===== src/rtl/frame_write_arbiter_pkg.sv =====
// Shared types for the frame BRAM write arbiter: FSM state codes, requester IDs
// and default geometry of the {ymap,dist} frame image.
package frame_write_arbiter_pkg;

  localparam int ADDR_W_DEF = 13;
  localparam int DATA_W_DEF = 2;
  localparam int RD_LAT_DEF = 1;
  localparam int CNT_W_DEF  = 14;

  typedef enum logic [1:0] {
    ST_IDLE  = 2'd0,
    ST_READ  = 2'd1,
    ST_WRITE = 2'd2
  } state_t;

  typedef enum logic [1:0] {
    REQ_CLEAR = 2'd0,
    REQ_POINT = 2'd1,
    REQ_HUD   = 2'd2
  } req_id_t;

  function automatic logic [2:0] id_onehot(input req_id_t id);
    logic [2:0] oh;
    case (id)
      REQ_CLEAR: oh = 3'b001;
      REQ_POINT: oh = 3'b010;
      REQ_HUD:   oh = 3'b100;
      default:   oh = 3'b000;
    endcase
    return oh;
  endfunction

endpackage


===== src/rtl/frame_write_arbiter_rr_pick2.sv =====
// Round-robin chooser between the point writer and the HUD overlay.
// The pointer names the requester preferred on the next contested grant.
module frame_write_arbiter_rr_pick2
  import frame_write_arbiter_pkg::*;
(
  input  logic    clk,
  input  logic    rst,
  input  logic    req_point,
  input  logic    req_hud,
  input  logic    take,
  output logic    valid,
  output req_id_t pick
);

  req_id_t rr_ptr_q;
  req_id_t rr_ptr_d;

  // Winner selection and pointer advance once a grant to 1 or 2 is taken
  always_comb begin
    valid    = req_point | req_hud;
    pick     = REQ_POINT;
    rr_ptr_d = rr_ptr_q;
    if (req_point && req_hud) begin
      pick = rr_ptr_q;
    end else if (req_hud) begin
      pick = REQ_HUD;
    end else begin
      pick = REQ_POINT;
    end
    if (take && valid) begin
      rr_ptr_d = (pick == REQ_POINT) ? REQ_HUD : REQ_POINT;
    end else begin
      rr_ptr_d = rr_ptr_q;
    end
  end

  // Pointer register
  always_ff @(posedge clk or posedge rst) begin
    if (rst) begin
      rr_ptr_q <= REQ_POINT;
    end else begin
      rr_ptr_q <= rr_ptr_d;
    end
  end

endmodule


===== src/rtl/frame_write_arbiter.sv =====
// Single write port owner of the frame BRAM; arbitrates clear/point/HUD writers
// and optionally performs a read-modify-write that keeps the larger depth code.
module frame_write_arbiter
  import frame_write_arbiter_pkg::*;
#(
  parameter int ADDR_W = ADDR_W_DEF,
  parameter int DATA_W = DATA_W_DEF,
  parameter int RD_LAT = RD_LAT_DEF,
  parameter int CNT_W  = CNT_W_DEF
) (
  input  logic              clk,
  input  logic              rst,
  input  logic [2:0]        req,
  input  logic [ADDR_W-1:0] addr0,
  input  logic [ADDR_W-1:0] addr1,
  input  logic [ADDR_W-1:0] addr2,
  input  logic [DATA_W-1:0] data0,
  input  logic [DATA_W-1:0] data1,
  input  logic [DATA_W-1:0] data2,
  input  logic [2:0]        cmp,
  output logic [2:0]        gnt,
  output logic [ADDR_W-1:0] bram_addr,
  output logic [DATA_W-1:0] bram_din,
  output logic              bram_we,
  input  logic [DATA_W-1:0] bram_dout,
  output logic              busy,
  input  logic              cnt_clr,
  output logic [CNT_W-1:0]  wr_count
);

  localparam int RD_W = (RD_LAT > 1) ? $clog2(RD_LAT) : 1;

  state_t            state_q, state_d;
  logic [ADDR_W-1:0] addr_q,  addr_d;
  logic [DATA_W-1:0] data_q,  data_d;
  logic              cmp_q,   cmp_d;
  req_id_t           win_q,   win_d;
  logic [RD_W-1:0]   rd_q,    rd_d;
  logic [CNT_W-1:0]  cnt_q,   cnt_d;

  logic              accept_s;
  logic              rr_take_s;
  logic              rr_valid_s;
  req_id_t           rr_pick_s;
  req_id_t           win_s;
  logic [ADDR_W-1:0] sel_addr_s;
  logic [DATA_W-1:0] sel_data_s;
  logic              sel_cmp_s;

  frame_write_arbiter_rr_pick2 u_rr (
    .clk       (clk),
    .rst       (rst),
    .req_point (req[1]),
    .req_hud   (req[2]),
    .take      (rr_take_s),
    .valid     (rr_valid_s),
    .pick      (rr_pick_s)
  );

  // Arbitration, only while idle: the clear engine always wins
  always_comb begin
    accept_s  = 1'b0;
    rr_take_s = 1'b0;
    win_s     = REQ_CLEAR;
    if (state_q == ST_IDLE) begin
      if (req[0]) begin
        accept_s = 1'b1;
        win_s    = REQ_CLEAR;
      end else if (rr_valid_s) begin
        accept_s  = 1'b1;
        rr_take_s = 1'b1;
        win_s     = rr_pick_s;
      end else begin
        accept_s = 1'b0;
      end
    end else begin
      accept_s = 1'b0;
    end
  end

  // Winner operand mux
  always_comb begin
    sel_addr_s = addr0;
    sel_data_s = data0;
    sel_cmp_s  = cmp[0];
    case (win_s)
      REQ_CLEAR: begin
        sel_addr_s = addr0;
        sel_data_s = data0;
        sel_cmp_s  = cmp[0];
      end
      REQ_POINT: begin
        sel_addr_s = addr1;
        sel_data_s = data1;
        sel_cmp_s  = cmp[1];
      end
      REQ_HUD: begin
        sel_addr_s = addr2;
        sel_data_s = data2;
        sel_cmp_s  = cmp[2];
      end
      default: begin
        sel_addr_s = addr0;
        sel_data_s = data0;
        sel_cmp_s  = cmp[0];
      end
    endcase
  end

  // Next-state and transaction capture
  always_comb begin
    state_d = state_q;
    addr_d  = addr_q;
    data_d  = data_q;
    cmp_d   = cmp_q;
    win_d   = win_q;
    rd_d    = rd_q;
    case (state_q)
      ST_IDLE: begin
        if (accept_s) begin
          addr_d  = sel_addr_s;
          data_d  = sel_data_s;
          cmp_d   = sel_cmp_s;
          win_d   = win_s;
          rd_d    = RD_W'(RD_LAT - 1);
          state_d = sel_cmp_s ? ST_READ : ST_WRITE;
        end else begin
          state_d = ST_IDLE;
        end
      end
      ST_READ: begin
        if (rd_q == {RD_W{1'b0}}) begin
          state_d = ST_WRITE;
        end else begin
          rd_d = rd_q - RD_W'(1);
        end
      end
      ST_WRITE: state_d = ST_IDLE;
      default:  state_d = ST_IDLE;
    endcase
  end

  // Saturating write counter; a clear beats a same-cycle increment
  always_comb begin
    cnt_d = cnt_q;
    if (cnt_clr) begin
      cnt_d = {CNT_W{1'b0}};
    end else if ((state_q == ST_WRITE) && (cnt_q != {CNT_W{1'b1}})) begin
      cnt_d = cnt_q + CNT_W'(1);
    end else begin
      cnt_d = cnt_q;
    end
  end

  // Port drive decoded from the registered state; RMW merge is combinational
  always_comb begin
    bram_addr = addr_q;
    busy      = (state_q != ST_IDLE);
    bram_we   = 1'b0;
    gnt       = 3'b000;
    bram_din  = {DATA_W{1'b0}};
    if (state_q == ST_WRITE) begin
      bram_we  = 1'b1;
      gnt      = id_onehot(win_q);
      bram_din = (cmp_q && (bram_dout > data_q)) ? bram_dout : data_q;
    end else begin
      bram_we = 1'b0;
    end
  end

  assign wr_count = cnt_q;

  // State and datapath registers
  always_ff @(posedge clk or posedge rst) begin
    if (rst) begin
      state_q <= ST_IDLE;
      addr_q  <= {ADDR_W{1'b0}};
      data_q  <= {DATA_W{1'b0}};
      cmp_q   <= 1'b0;
      win_q   <= REQ_CLEAR;
      rd_q    <= {RD_W{1'b0}};
      cnt_q   <= {CNT_W{1'b0}};
    end else begin
      state_q <= state_d;
      addr_q  <= addr_d;
      data_q  <= data_d;
      cmp_q   <= cmp_d;
      win_q   <= win_d;
      rd_q    <= rd_d;
      cnt_q   <= cnt_d;
    end
  end

endmodule


===== config.mk =====
export PLATFORM = sky130hd
export DESIGN_NAME = frame_write_arbiter
export DESIGN_NICKNAME = d
export VERILOG_FILES = /design/src/rtl/frame_write_arbiter_pkg.sv /design/src/rtl/frame_write_arbiter_rr_pick2.sv /design/src/rtl/frame_write_arbiter.sv
export SDC_FILE = /design/constraint.sdc
export NUM_CORES = 1
export LEC_CHECK = 0
export CAP_MARGIN = 20
export CORE_AREA = 2 2 75 77
export DETAILED_ROUTE_END_ITERATION = 6
export DIE_AREA = 0 0 77 79
export GPL_ROUTABILITY_DRIVEN = 0
export GPL_TIMING_DRIVEN = 1
export PLACE_DENSITY = 0.73
export SLEW_MARGIN = 20
export SYNTH_ARGS = -nofsm -noshare
export SYNTH_HDL_FRONTEND = slang
export SYNTH_HIERARCHICAL = 1
export SYNTH_SLANG_ARGS = --single-unit

===== constraint.sdc =====
create_clock -name clk -period 5.39 [get_ports clk]
set_input_delay 0.539 -clock clk [delete_from_list [all_inputs] [get_ports clk]]
set_output_delay 0.539 -clock clk [all_outputs]
set_load 0.05 [all_outputs]

Figure 1. Floorplan with the power grid.
The bar under the picture is 20 um long. Pins as bars on the die edge. Tap cells in gray.
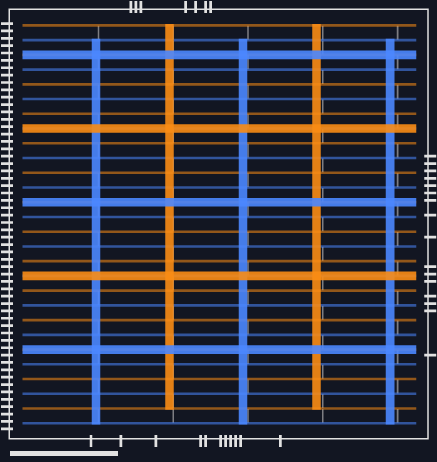
orange -> VDD
blue -> VSS
rows = 27
signal pins = 90
met1 rails = 28
die boundary width: 77 um
height of the chip: 79 um
highest ir drop seen on vdd: 0.2734 mV
core area: 5338 um^2

Figure 2. Placed cells, one color a class.
The bar under the picture is 20 um long.
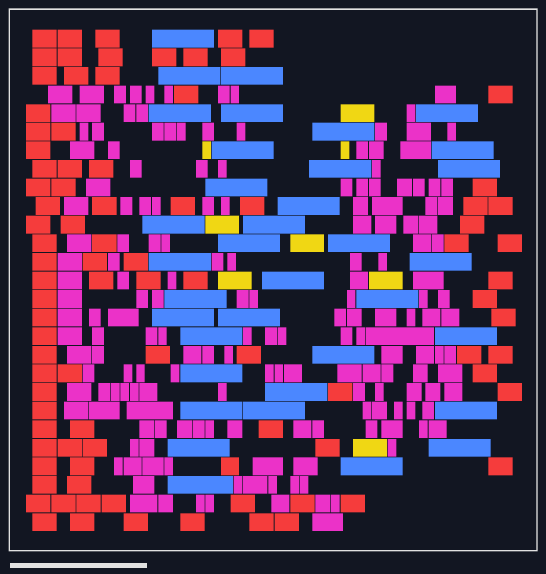
magenta -> all other logic  # cells 175, share of their area 37%
blue -> flip-flops  # cells 36, share of their area 30%
red -> other buffers and delay cells  # cells 90, share of their area 30%
yellow -> clock drivers and dummy loads  # cells 8, share of their area 3.0%
sequential portion of the cell area: 29.31%
fin area: 3078 um^2
Std-Cell Rows: 27
fraction of the core area covered by cells at the end of the flow: 57.67%

==> impl_metrics.ini <==
; generated from flow reports
[outcome]
run_status = completed

[drt]
detail_route.drc_violations = 0
drt_wl_total_mm = 5.334
highest_layer = met4

[sta]
setup_total_negative_slack_ps = 0
timing.final.hold_violations = 0
unrepaired_setup_endpoints_after_global_routing = no
timing.slew.headroom_pct = 37.12

[placed_design]
dp_cells = 373

[critical_path]
setup.worst_path.start_class = input pin
critical_path.startpoint = bram_dout[1]
rr_startpoint = state_q[1]$_DFF_PP0_

[synthesis]
synthAoiAreaFrac_pct = 25.87
muxShareOfSynthArea_pct = 2.023
yosysTopAreaCell = sky130_fd_sc_hd__dfrtp_1
simple_gate_share_pct = 19.19
most_common_flop_cell_mapped_by_yosys = sky130_fd_sc_hd__dfrtp_1
top_cell = sky130_fd_sc_hd__dfrtp_1

[clocking]
clock_latency_ps = 280
cts.reportedPaths.clkPinSlew_ps = 60
clock_tree.buffer_depth = 2
post_cts_setup_buffer_count = 0
numClockSinks = 36

[global_routing]
wire_length_of_the_first_global_routing_pass_mm = 8.956

[die]
io-pin-count = 90
fp-utilization_pct = 38.23

[finish]
final-instance-count-excl-fill = 381
power by group through the flow:
| stage | registers, mW | logic, mW | clock network [mW] |
|---|---|---|---|
| 3_3_place_gp | 0.436 | 0.839 | 0 |
| 6_report | 0.433 | 0.850 | 0.191 |
| 5_1_grt | 0.447 | 0.917 | 0.212 |
| 3_5_place_dp | 0.439 | 0.853 | 0 |
| 4_1_cts | 0.436 | 0.853 | 0.198 |
| 2_1_floorplan | 0.619 | 0.396 | 0 |
worst max-delay path, cell delays in order:
cell and delay (ps):
sky130_fd_sc_hd__clkdlybuf4s50_1 430, sky130_fd_sc_hd__ha_1 320, sky130_fd_sc_hd__nor2b_1 140, sky130_fd_sc_hd__o211ai_1 280
sky130_fd_sc_hd__mux2i_1 120, sky130_fd_sc_hd__nor2_1 90, sky130_fd_sc_hd__clkdlybuf4s50_1 810
stage by stage:
stage / area (um^2) / power [mW] / hold WS (ps) / worst slack [ps]
after global placement: 2980 / 1.275 / 429.3 / 2159
final: 3078 / 1.473 / 432.4 / 2130
after CTS: 3070 / 1.487 / 430.9 / 2127
after global routing: 3078 / 1.576 / 462.1 / 2008
after detailed placement: 2980 / 1.291 / 435.8 / 2020
after floorplan: 2041 / 1.016 / 279.5 / 2873
sequential cells by signal, indices dropped and copies added (netlist names):
| signal | flops |
|---|---|
| bram_addr | 13 |
| cmp_q | 1 |
| data_q | 2 |
| state_q | 2 |
| u_rr/rr_ptr_q | 2 |
| win_q | 2 |
| wr_count | 14 |
area by class of cell:
type | instances | share of cell area, %
Inverter | 12 | 1.463
Timing Repair Buffer | 90 | 29.19
Clock buffer | 8 | 2.927
Sequential cell | 36 | 29.31
Multi-Input combinational cell | 163 | 34.19
Tap cell | 72 | 2.927
Power is estimated from default activity; no workload was simulated.
